==> src/rtl/fetch_stage_pkg.sv <==
// Shared constants for the instruction-fetch stage.
// The instruction-memory model and the control unit use the same next-PC codes,
// the same enable value and the same bubble encoding.
package fetch_stage_pkg;

   localparam logic [31:0] START_ADDRESS_DEFAULT = 32'h0000_3000;

   typedef enum logic [1:0] {
      NPC_SEL_PC4    = 2'd0,
      NPC_SEL_BRANCH = 2'd1,
      NPC_SEL_JUMP   = 2'd2,
      NPC_SEL_JR     = 2'd3
   } npc_sel_t;

   localparam logic IM_ENABLE = 1'b1;

   localparam logic [31:0] BUBBLE_INSTR = 32'h0000_0000;
   localparam logic [31:0] BUBBLE_PC    = 32'h0000_0000;
   localparam logic [31:0] BUBBLE_PC8   = 32'h0000_0000;
   localparam logic        BUBBLE_VALID = 1'b0;
   localparam logic        BUBBLE_EXC   = 1'b0;

   typedef struct packed {
      logic [31:0] instr;
      logic [31:0] pc;
      logic [31:0] pc8;
      logic        valid;
      logic        exc;
   } if_id_t;

   localparam if_id_t IF_ID_BUBBLE = '{
      instr : BUBBLE_INSTR,
      pc    : BUBBLE_PC,
      pc8   : BUBBLE_PC8,
      valid : BUBBLE_VALID,
      exc   : BUBBLE_EXC
   };

endpackage

==> src/rtl/fetch_stage_npc.sv <==
// Next-PC selection for the fetch stage.
// Jumps take their upper nibble from the PC of the instruction in decode,
// because that is the jump itself and the current fetch is its delay slot.
module fetch_stage_npc
   import fetch_stage_pkg::*;
(
   input  logic [31:0] i_pc,
   input  logic [3:0]  i_ifIdPcTop,
   input  logic [1:0]  i_npcSel,
   input  logic [31:0] i_branchTarget,
   input  logic [25:0] i_jumpIndex,
   input  logic [31:0] i_jrTarget,
   output logic [31:0] o_npc
);

   // Pick the next fetch address; jr targets pass through untouched so a
   // misaligned register value surfaces as a fetch exception one cycle later
   always_comb begin
      o_npc = i_pc + 32'd4;
      case (npc_sel_t'(i_npcSel))
         NPC_SEL_PC4:    o_npc = i_pc + 32'd4;
         NPC_SEL_BRANCH: o_npc = i_branchTarget;
         NPC_SEL_JUMP:   o_npc = {i_ifIdPcTop, i_jumpIndex, 2'b00};
         NPC_SEL_JR:     o_npc = i_jrTarget;
         default:        o_npc = i_pc + 32'd4;
      endcase
   end

endmodule

==> src/rtl/fetch_stage.sv <==
// Instruction-fetch stage: owns the PC, drives the combinational instruction
// memory and loads the IF/ID pipeline register. Out-of-range or misaligned
// fetches are only flagged; vectoring to a handler happens further down the pipe.
module fetch_stage
   import fetch_stage_pkg::*;
#(
   parameter logic [31:0] START_ADDRESS = START_ADDRESS_DEFAULT,
   parameter int          IM_SIZE       = 1024
)
(
   input  logic        clk,
   input  logic        reset,
   input  logic        stall,
   input  logic        flush,
   input  logic [1:0]  npc_sel,
   input  logic [31:0] branch_target,
   input  logic [25:0] jump_index,
   input  logic [31:0] jr_target,
   output logic [31:0] im_addr,
   output logic        im_enable,
   input  logic [31:0] im_result,
   output logic [31:0] if_id_instr,
   output logic [31:0] if_id_pc,
   output logic [31:0] if_id_pc8,
   output logic        if_id_valid,
   output logic        if_id_exc
);

   // Range limits kept at 33 bits so the end address cannot wrap
   localparam logic [32:0] LOW_LIMIT  = {1'b0, START_ADDRESS};
   localparam logic [32:0] HIGH_LIMIT = {1'b0, START_ADDRESS} + 33'(4 * IM_SIZE);

   logic [31:0] r_pc;
   if_id_t      r_ifId;
   if_id_t      w_ifIdNext;
   logic [31:0] w_npc;
   logic        w_fetchExc;

   fetch_stage_npc u_npc (
      .i_pc           (r_pc),
      .i_ifIdPcTop    (r_ifId.pc[31:28]),
      .i_npcSel       (npc_sel),
      .i_branchTarget (branch_target),
      .i_jumpIndex    (jump_index),
      .i_jrTarget     (jr_target),
      .o_npc          (w_npc)
   );

   assign im_addr   = r_pc;
   assign im_enable = IM_ENABLE;

   // Flag the current fetch address and build the IF/ID word; a faulting fetch
   // carries a nop so nothing the memory returns can reach decode
   always_comb begin
      w_fetchExc = (r_pc[1:0] != 2'b00)
                || ({1'b0, r_pc} <  LOW_LIMIT)
                || ({1'b0, r_pc} >= HIGH_LIMIT);
      w_ifIdNext       = IF_ID_BUBBLE;
      w_ifIdNext.instr = w_fetchExc ? BUBBLE_INSTR : im_result;
      w_ifIdNext.pc    = r_pc;
      w_ifIdNext.pc8   = r_pc + 32'd8;
      w_ifIdNext.valid = 1'b1;
      w_ifIdNext.exc   = w_fetchExc;
   end

   // PC and IF/ID update: stall freezes the PC, flush wins over stall for the
   // pipeline register so a squashed slot never lingers in decode
   always_ff @(posedge clk) begin
      if (reset) begin
         r_pc   <= START_ADDRESS;
         r_ifId <= IF_ID_BUBBLE;
      end else begin
         if (!stall) begin
            r_pc <= w_npc;
         end
         if (flush) begin
            r_ifId <= IF_ID_BUBBLE;
         end else if (!stall) begin
            r_ifId <= w_ifIdNext;
         end
      end
   end

   assign if_id_instr = r_ifId.instr;
   assign if_id_pc    = r_ifId.pc;
   assign if_id_pc8   = r_ifId.pc8;
   assign if_id_valid = r_ifId.valid;
   assign if_id_exc   = r_ifId.exc;

endmodule

==> config.mk <==
export PLATFORM = sky130hd
export DESIGN_NAME = fetch_stage
export DESIGN_NICKNAME = d
export VERILOG_FILES = /design/src/rtl/fetch_stage_pkg.sv /design/src/rtl/fetch_stage_npc.sv /design/src/rtl/fetch_stage.sv
export SDC_FILE = /design/constraint.sdc
export NUM_CORES = 1
export LEC_CHECK = 0
export CAP_MARGIN = 25
export CORE_MARGIN = 4
export CORE_UTILIZATION = 40
export CTS_CLUSTER_DIAMETER = 50
export DETAILED_ROUTE_END_ITERATION = 7
export GPL_TIMING_DRIVEN = 1
export PLACE_DENSITY = 0.75
export SLEW_MARGIN = 5
export SYNTH_ARGS = -nofsm -noshare
export SYNTH_HDL_FRONTEND = slang
export SYNTH_SLANG_ARGS = --single-unit
==> constraint.sdc <==
create_clock -name clk -period 6.2 [get_ports clk]
set_input_delay 1.86 -clock clk [delete_from_list [all_inputs] [get_ports clk]]
set_output_delay 1.86 -clock clk [all_outputs]
set_load 0.02 [all_outputs]
==> flow_summary.ini <==
; flow metrics
[status]
status = finished clean

[yosys]
top_cells_by_count = 127 x dfxtp_1, 87 x nor2_1, 67 x a21oi_1
ys_area_um2 = 6890
async_reset_ff_share_pct = 0
adder_share_pct = 0.545
ys_sh_mux_pct = 11.2
synth_stat.cells = 776
synthXorXnorAreaFrac_pct = 4.07
syn_avg_cell_area_um2 = 8.88
postSynth.topFlopCell = dfxtp_1
synthTopLogicFamily = AND-OR/OR-AND gates
synth_dominant_cell_count = dfxtp_1
syn-cell-area_um2 = 6890
synth_cell_types = 55
yosysTopAreaCell = dfxtp_1
fp_nets = 907
postSynthCellCount = 776
ys.flops = 127

[setup_path]
critPathCaptureType = flip-flop
crit_end = im_addr[14]
worst_ep_arrival_time_ns = 4.24
cp.required_ns = 6.50
r2r_slack_ns = 3.49
critPathKind = input pin to flip-flop
worstReg2RegEnd = im_addr[23]
critPathLaunchType = input pin
crit_path_cell_trace = buf_2, nand2b_1, o21ai_0, a31oi_1, o221a_2
critical_path.top_delay_family = AND-OR/OR-AND gates
worst-path-stages = 5
critPathMaxStageDelay_ns = 0.72
worst-path-max-fanout = 38

[power]
p_comb_share_pct = 15.8
p_sw_share_pct = 24.9
power_leakage_nw = 3.49
seq_power_share_pct = 38.9
irDropWorstVdd_uv = 183
powerDensity_nw_per_um2 = 236
power.total_w = 0.00231

[global_route]
antenna_found_initial = 0
gr-usage-met3_pct = 6.35
grt_busiest_layer = met2
grt_max_degree = 87
grt_pass1_vias = 6316
grt_pass1_wl_um = 33900

[clock_network]
cts_buffers = 17
post-cts-setup-buffers = 0
path_clk_slew_ns = 0.05
cts.sinks = 127
clock_latency_ns = 0.41

[sta]
tns_ns = 0
slew_viol_final = 0
period_needed_ns = 3.93
holdWs_ns = 0.447
hold_viol_final = 0
period_used_pct = 63.4
max_freq_ghz = 0.254
slew_headroom_pct = 34.6
fin_ws_ns = 2.27

[layout]
combGateArea_um2 = 3640
layout_top_cell = clkdlybuf4s50_1
final_cell_mix = 255 x clkdlybuf4s50_1, 127 x dfxtp_1, 87 x nor2_1
clock_area_share_pct = 6.26
drive_gt1_share_pct = 12.8
inv_count = 13
syn_to_final_growth_pct = 41.6
comb.multi_input.count = 526
stdcell_count = 1180

[placed_design]
post-place-ws_ns = 1.90
dpl.hpwl_um = 15600
gp_congestion = 0.873

[route]
drc = 0
final_antenna_net_count = 0
vias_per_cell = 5.43
met2_length_um = 9920
dr.pass1.iters = 5
top_layer = met4

[floorplan]
initial_core_util_pct = 41.2
core_area_um2 = 16700
ios = 259
die_area_um2 = 19400

[flow_run]
tool_warnings = 28
drv_cap = 0

[hold_path]
holdCritStartpoint = if_id_valid
final_placement.png
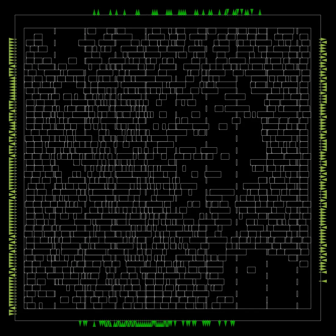
fin util: 58.4%
# Taps: 220
FP Rows: 47
Seq/total area: 26.1%

pins.png
(3 px per µm) Pins as bars across the die edge, other pins in gray.
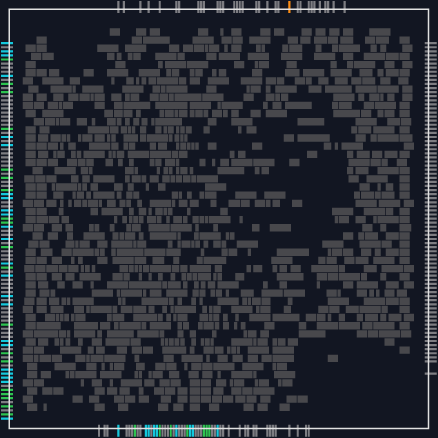
Key: jump_index = green [pins 26, direction input, edge 19 left, 7 bottom]; if_id_exc = orange [pins 1, direction output, edge top]; branch_target = cyan [pins 32, direction input, edge 23 left, 9 bottom]
All pins by edge: 93 left, 80 right, 53 bottom, 33 top.
Buffers on Ports: 257
die width: 139 µm
die height: 139 µm

met2.png
(3 px per µm)
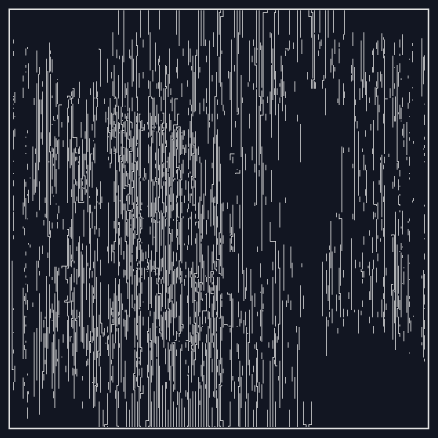
The layer carries 9,920 µm of wire. The wires run mostly vertical. 891 nets have wire on it.
WL final: 21,500 µm
global-route met2 utilization: 35.4%
routed via count: 6,405

metal_stack.png
(2 px per µm) Two of the layers only.
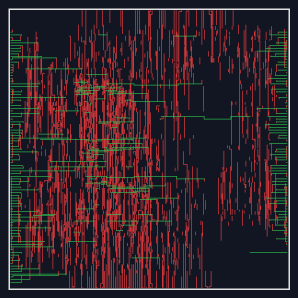
Key: met3 = green [wire length 1,940 µm]; met2 = red [wire length 9,920 µm]
Avg WL per Cell: 18.2 µm
all-layer global routing usage: 21.5%

